<file path="config.mk">
export PLATFORM = sky130hd
export DESIGN_NAME = seq_multiplier
export DESIGN_NICKNAME = d
export VERILOG_FILES = /design/src/rtl/seq_multiplier.sv
export SDC_FILE = /design/constraint.sdc
export NUM_CORES = 1
export LEC_CHECK = 0
export CAP_MARGIN = 40
export CORE_UTILIZATION = 50
export DETAILED_ROUTE_END_ITERATION = 7
export HOLD_SLACK_MARGIN = 0.15
export PLACE_DENSITY = 0.84
export SLEW_MARGIN = 25
export SYNTH_ARGS = -nofsm -noshare
export SYNTH_HDL_FRONTEND = slang
export SYNTH_SLANG_ARGS = --single-unit
</file>
<file path="constraint.sdc">
create_clock -name clk -period 3.2 [get_ports clk]
set_clock_uncertainty 0.1 [all_clocks]
set_input_delay 0.64 -clock clk [delete_from_list [all_inputs] [get_ports clk]]
set_output_delay 0.64 -clock clk [all_outputs]
set_load 0.03 [all_outputs]
</file>
<file path="src/rtl/seq_multiplier.sv">
// seq_multiplier
//   Multi-cycle WIDTH x WIDTH integer multiplier, unsigned or two's-complement.
//   It retires BITS_PER_CYCLE multiplier bits per clock into a 2*WIDTH
//   accumulator. Input and output each use a valid/ready handshake.
//
// Parameters
//   WIDTH          operand width, 4..32
//   BITS_PER_CYCLE multiplier bits consumed per RUN cycle (1, 2 or 4); divides WIDTH
//
// Ports
//   clk          rising-edge clock
//   rst_n        synchronous active-low reset; aborts any operation
//   in_valid     operands/mode valid (ignored outside IDLE)
//   in_ready     high only in IDLE
//   signed_mode  1 = two's-complement, 0 = unsigned; sampled at acceptance
//   x, y         multiplicand, multiplier
//   out_valid    high only in DONE
//   out_ready    consumer takes the product (ignored outside DONE)
//   product      registered 2*WIDTH result, held until the next DONE entry or reset
//   busy         high in RUN or DONE

`timescale 1ns/1ps

module seq_multiplier #(
    parameter int WIDTH          = 8,
    parameter int BITS_PER_CYCLE = 1
) (
    input  logic                 clk,
    input  logic                 rst_n,
    input  logic                 in_valid,
    output logic                 in_ready,
    input  logic                 signed_mode,
    input  logic [WIDTH-1:0]     x,
    input  logic [WIDTH-1:0]     y,
    output logic                 out_valid,
    input  logic                 out_ready,
    output logic [2*WIDTH-1:0]   product,
    output logic                 busy
);

    localparam int N  = WIDTH / BITS_PER_CYCLE;
    localparam int PW = 2 * WIDTH;
    localparam int CW = (N > 1) ? $clog2(N) : 1;
    localparam logic [CW-1:0] LAST = CW'(N - 1);

    typedef enum logic [1:0] {
        IDLE = 2'd0,
        RUN  = 2'd1,
        DONE = 2'd2
    } state_t;

    state_t          state;
    state_t          state_nxt;

    logic [PW-1:0]   mcand;     // extended multiplicand, pre-shifted to the current step
    logic [WIDTH-1:0] mplier;   // remaining multiplier bits, next chunk in the LSBs
    logic            smode;
    logic [PW-1:0]   acc;
    logic [CW-1:0]   cnt;
    logic [PW-1:0]   step_sum;
    logic [PW-1:0]   pp;
    logic            last_step;

    assign last_step = (cnt == LAST);

    // State register
    always_ff @(posedge clk) begin
        if (!rst_n) begin
            state <= IDLE;
        end else begin
            state <= state_nxt;
        end
    end

    // Next state and handshake outputs, decoded from registered state only
    always_comb begin
        // NOTE: every output of a combinational block gets a default first so
        // no path through the case leaves it unassigned and infers a latch.
        state_nxt = state;
        in_ready  = 1'b0;
        out_valid = 1'b0;
        busy      = 1'b0;
        case (state)
            IDLE: begin
                in_ready = 1'b1;
                if (in_valid) state_nxt = RUN;
            end
            RUN: begin
                busy = 1'b1;
                if (last_step) state_nxt = DONE;
            end
            DONE: begin
                busy      = 1'b1;
                out_valid = 1'b1;
                if (out_ready) state_nxt = IDLE;
            end
            default: state_nxt = IDLE;
        endcase
    end

    // One step of partial products. In signed mode the top multiplier bit
    // carries weight -2^(WIDTH-1), so its partial product is subtracted; that
    // bit is always the top bit of the final chunk.
    always_comb begin
        // NOTE: blocking assignments here so each loop iteration sees the sum
        // built by the previous one; state registers use non-blocking only.
        step_sum = acc;
        pp       = '0;
        for (int j = 0; j < BITS_PER_CYCLE; j++) begin
            pp = mplier[j] ? (mcand << j) : '0;
            if (smode && last_step && (j == BITS_PER_CYCLE - 1)) begin
                step_sum = step_sum - pp;
            end else begin
                step_sum = step_sum + pp;
            end
        end
    end

    // Datapath
    always_ff @(posedge clk) begin
        // NOTE: the datapath is reset too, because product must read 0 after
        // reset and an aborted operation must leave nothing behind.
        if (!rst_n) begin
            mcand   <= '0;
            mplier  <= '0;
            smode   <= 1'b0;
            acc     <= '0;
            cnt     <= '0;
            product <= '0;
        end else begin
            case (state)
                IDLE: begin
                    if (in_valid) begin
                        mcand  <= signed_mode ? {{WIDTH{x[WIDTH-1]}}, x}
                                              : {{WIDTH{1'b0}}, x};
                        mplier <= y;
                        smode  <= signed_mode;
                        acc    <= '0;
                        cnt    <= '0;
                    end
                end
                RUN: begin
                    acc    <= step_sum;
                    mcand  <= mcand << BITS_PER_CYCLE;
                    mplier <= mplier >> BITS_PER_CYCLE;
                    cnt    <= cnt + 1'b1;
                    if (last_step) product <= step_sum;
                end
                default: ;
            endcase
        end
    end

endmodule

</file>
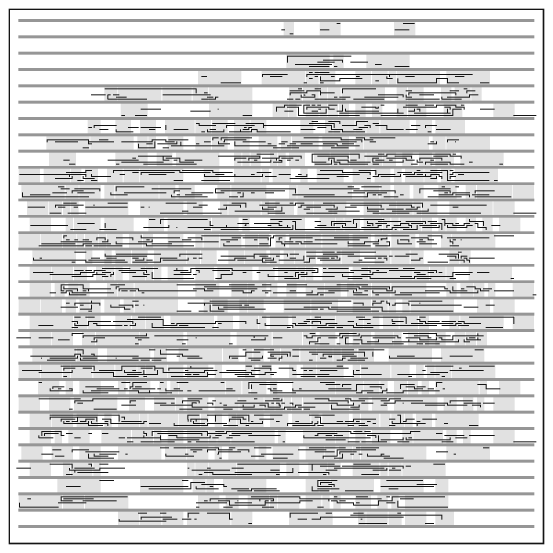
*Met1 routing*
(6 px per um) Supply wires on this layer in gray. Cells faint in the background.
share of all routed wire: 43%
nets with wire on the layer: 527
main direction: horizontal
wire length on this layer: 4,170 um
longest straight run: 27.6 um
routed wire length: 9700 um
global-route track usage on met1: 0.306
count of vias placed by the detailed router: 3,601

==> results_tabular.tex <==
% Generated from flow reports
\begin{tabular}{lr}
\hline
Metric & Value \\
\hline
\multicolumn{2}{l}{\textbf{Clock network}} \\
CTS Hold Bufs & 0 \\
CTS tree & built \\
Max H-tree Level & 3 \\
Clock-pin slew on the worst setup and hold paths & 70 ps \\
Clock Root Buffer & sky130\_fd\_sc\_hd\_\_clkbuf\_8 \\
Maximum clock path buffer count & 2 \\
\multicolumn{2}{l}{\textbf{Place}} \\
Area after DPL & 0.00449 mm\^{}2 \\
HPWL reported at the end of detailed placement & 6620 um \\
Count of port buffers added during placement & 39 \\
Worst setup timing slack at the placement stage & -167 ps \\
\multicolumn{2}{l}{\textbf{GRT}} \\
Aggregate global-route resource usage & 0.254 \\
Number of antenna violations at the first check in global routing & 0 \\
Wire length of the first global-routing pass & 15,100 um \\
Pin count of the biggest net entering global routing & 61 \\
\multicolumn{2}{l}{\textbf{Die}} \\
Die Wd & 88.8 um \\
Die area & 0.00788 mm\^{}2 \\
I/O pins & 40 \\
Initial cell density of the core & 0.519 \\
Y dimension of the die & 88.8 um \\
\multicolumn{2}{l}{\textbf{Critical path}} \\
CP Max Fanout & 4 \\
Reg2Reg Depth & 13 \\
Worst reg-to-reg setup slack & -230 ps \\
Worst setup SP type & flop \\
WP data arrival & 3620 ps \\
Path type of the worst setup path & flop to flop \\
R2R Path End & product[15] \\
Origin of the critical flop-to-flop path & mcand[2] \\
CP Capture Type & flop \\
Required @ worst endpoint & 3400 ps \\
Critical Path Source & mcand[2] \\
\multicolumn{2}{l}{\textbf{Route}} \\
Total iterations of the first detailed-routing run & 5 \\
Residual DRC count & 0 \\
Average detailed-routed wire length per instance & 15.5 um \\
Detail Route Antenna Nets & 0 \\
Detailed Route Iter0 Violations & 183 \\
\multicolumn{2}{l}{\textbf{Yosys}} \\
Flip-flop and latch count after synthesis & 62 \\
Count of library flops with an enable pin & 0 \\
Top area cell types & sky130\_fd\_sc\_hd\_\_dfxtp\_1 33\%, sky130\_fd\_sc\_hd\_\_ha\_1 7.0\%, sky130\_fd\_sc\_hd\_\_nand2\_1 6.6\% \\
Instance count of the mapped netlist & 455 \\
Top-count cell post-synth & sky130\_fd\_sc\_hd\_\_nand2\_1 \\
Fraction of post-synthesis cell area in the top cell type by area & 0.330 \\
Count of instantiated cells in the yosys netlist & 455 \\
Cell type with the largest total area & sky130\_fd\_sc\_hd\_\_dfxtp\_1 \\
Fraction of registers with async set/reset & 0 \\
Sequential area share after synthesis & 0.330 \\
Distinct cell type count of the synthesized netlist & 54 \\
\multicolumn{2}{l}{\textbf{STA}} \\
Tightest Pin Transition & 681 ps \\
Timing-limited maximum frequency & 292 MHz \\
Final period utilization & 1.07 \\
Final critical-path required period & 3430 ps \\
Total negative slack & -415 ps \\
Final slew viol count & 0 \\
WHS & 366 ps \\
Final Setup Violations & 2 \\
Setup repair after global routing missed its margin & yes \\
Max transition margin & 0.545 \\
Worst Setup Slack, final & -226 ps \\
\multicolumn{2}{l}{\textbf{Hold path}} \\
Class of the tightest hold or removal check & flop to flop \\
\multicolumn{2}{l}{\textbf{Status}} \\
Violated checks & negative setup slack \\
Status & finished, violations left \\
\multicolumn{2}{l}{\textbf{Power and ir drop}} \\
Max VDD drop & 0.591 mV \\
Static leakage & 2.07 nW \\
Overall power & 5.63 mW \\
Power per unit of standard cell area & 1160 mW/mm\^{}2 \\
\multicolumn{2}{l}{\textbf{Cells and area}} \\
Layout area overhead & 28.3\% \\
Share of cells above drive strength 1 & 0.188 \\
Post-layout net count & 566 \\
Number of diodes added for antenna fixing & 0 \\
\multicolumn{2}{l}{\textbf{Job}} \\
Number of max-capacitance violations reported & 0 \\
\hline
\end{tabular}
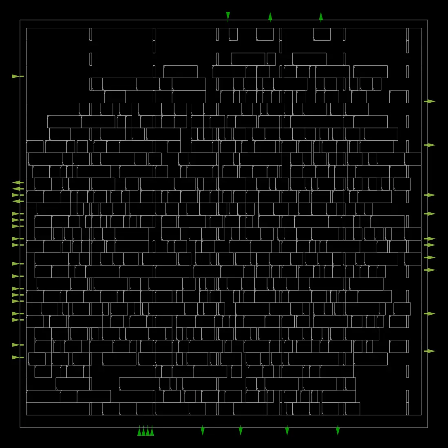
*Placed standard cells*
Filler Cells Inserted: 590
Cell Count, Final, Fillers Out: 627
core footprint: 0.00725 mm^2
Site Rows: 31

==> report_power, final <==
part | internal [mW] | leakage, nW | switching (mW)
combinational | 1.73 | 1.45 | 2.02
sequential | 0.944 | 0.505 | 0.149
clock | 0.458 | 0.110 | 0.323
==> how the worst min path moves through the flow <==
stage / slack, ps / cells after the start / from / endpoint
detailed placement: 360 / 2 / product[13] / product[13]
CTS: 370 / 2 / product[13] / product[13]
global placement: 360 / 2 / product[5] / product[5]
floorplan: 350 / 2 / acc[13] / acc[13]
finish: 370 / 2 / product[13] / product[13]
global route: 390 / 2 / product[13] / product[13]
==> logic make-up after synthesis <==
kind of cell,after synthesis,share of synthesized area
simple gates,163,0.216
compound gates,131,0.237
flops,62,0.330
buf+inv,41,0.0508
fa+ha+maj,22,0.0751
xor+xnor,18,0.0419
mux,18,0.0495
==> repair_timing <==
item                       in CTS  in global routing
pin swaps                       0                  6
cloned                          0                  0
buffers inserted                3                  1
gates resized                  14                 15
setup endpoints to repair       9                 16
==> flip-flops by register name (all words and copies together), names as in the netlist <==
signal	count
acc	16
mcand	16
product	16
mplier	8
cnt	3
state	2
smode	1
==> placed cells by master (no fill, tap or decap), drive strengths merged, types with 3 or more instances in the layout <==
master,count
a21oi,22
nor3,4
a22oi,11
nor2b,10
dfxtp,62
inv,13
clkbuf,12
ha,21
o211ai,5
o211a,14
clkdlybuf4s50,38
o22ai,3
mux2i,16
a21o,9
nor2,18
xnor2,11
a21boi,12
o21a,3
xor2,7
nand4,6
nand3,22
nand2b,5
nand2,66
o21ai,35
buf,47
or3,3
and2,18
and3,3
==> critical path, cell delays in order, from the launching register on <==
cell and delay [ps]:
sky130_fd_sc_hd__dfxtp_2 320, sky130_fd_sc_hd__or4_4 560, sky130_fd_sc_hd__nor3_4 190, sky130_fd_sc_hd__o21ai_2 100, sky130_fd_sc_hd__nand2_1 110, sky130_fd_sc_hd__xnor2_1 80
sky130_fd_sc_hd__ha_1 300, sky130_fd_sc_hd__and3_1 210, sky130_fd_sc_hd__nand2_1 70, sky130_fd_sc_hd__a21o_1 180, sky130_fd_sc_hd__a211o_1 340, sky130_fd_sc_hd__and3_4 200
sky130_fd_sc_hd__or4_1 500, sky130_fd_sc_hd__nand3_1 100
==> stage by stage <==
| step | util | cells |
|---|---|---|
| 4_1_cts | 0.657 | 626 |
| 6_report | 0.666 | 627 |
| 3_3_place_gp | 0.616 | 606 |
| 3_5_place_dp | 0.618 | 607 |
| 5_1_grt | 0.666 | 627 |
| 2_1_floorplan | - | 455 |
==> per-layer routing <==
metal	wire length [um]	part of all wire	track usage	vias up
li1	-	-	-	1764
met1	4170	0.43	0.306	1671
met2	4710	0.49	0.437	143
met3	597	0.062	0.0606	23
met4	225	0.023	0.0982	0
met5	0	0	0	-
==> layout make-up <==
class | count | share of cell area
Clock buffer | 12 | 0.0300
Timing Repair Buffer | 85 | 0.153
Inverter | 13 | 0.0101
Tap cell | 99 | 0.0256
Multi-Input combinational cell | 352 | 0.510
Clock inverter | 4 | 0.0145
Sequential cell | 62 | 0.257
Power figures rest on the tool's default switching activity, not on a simulated workload.
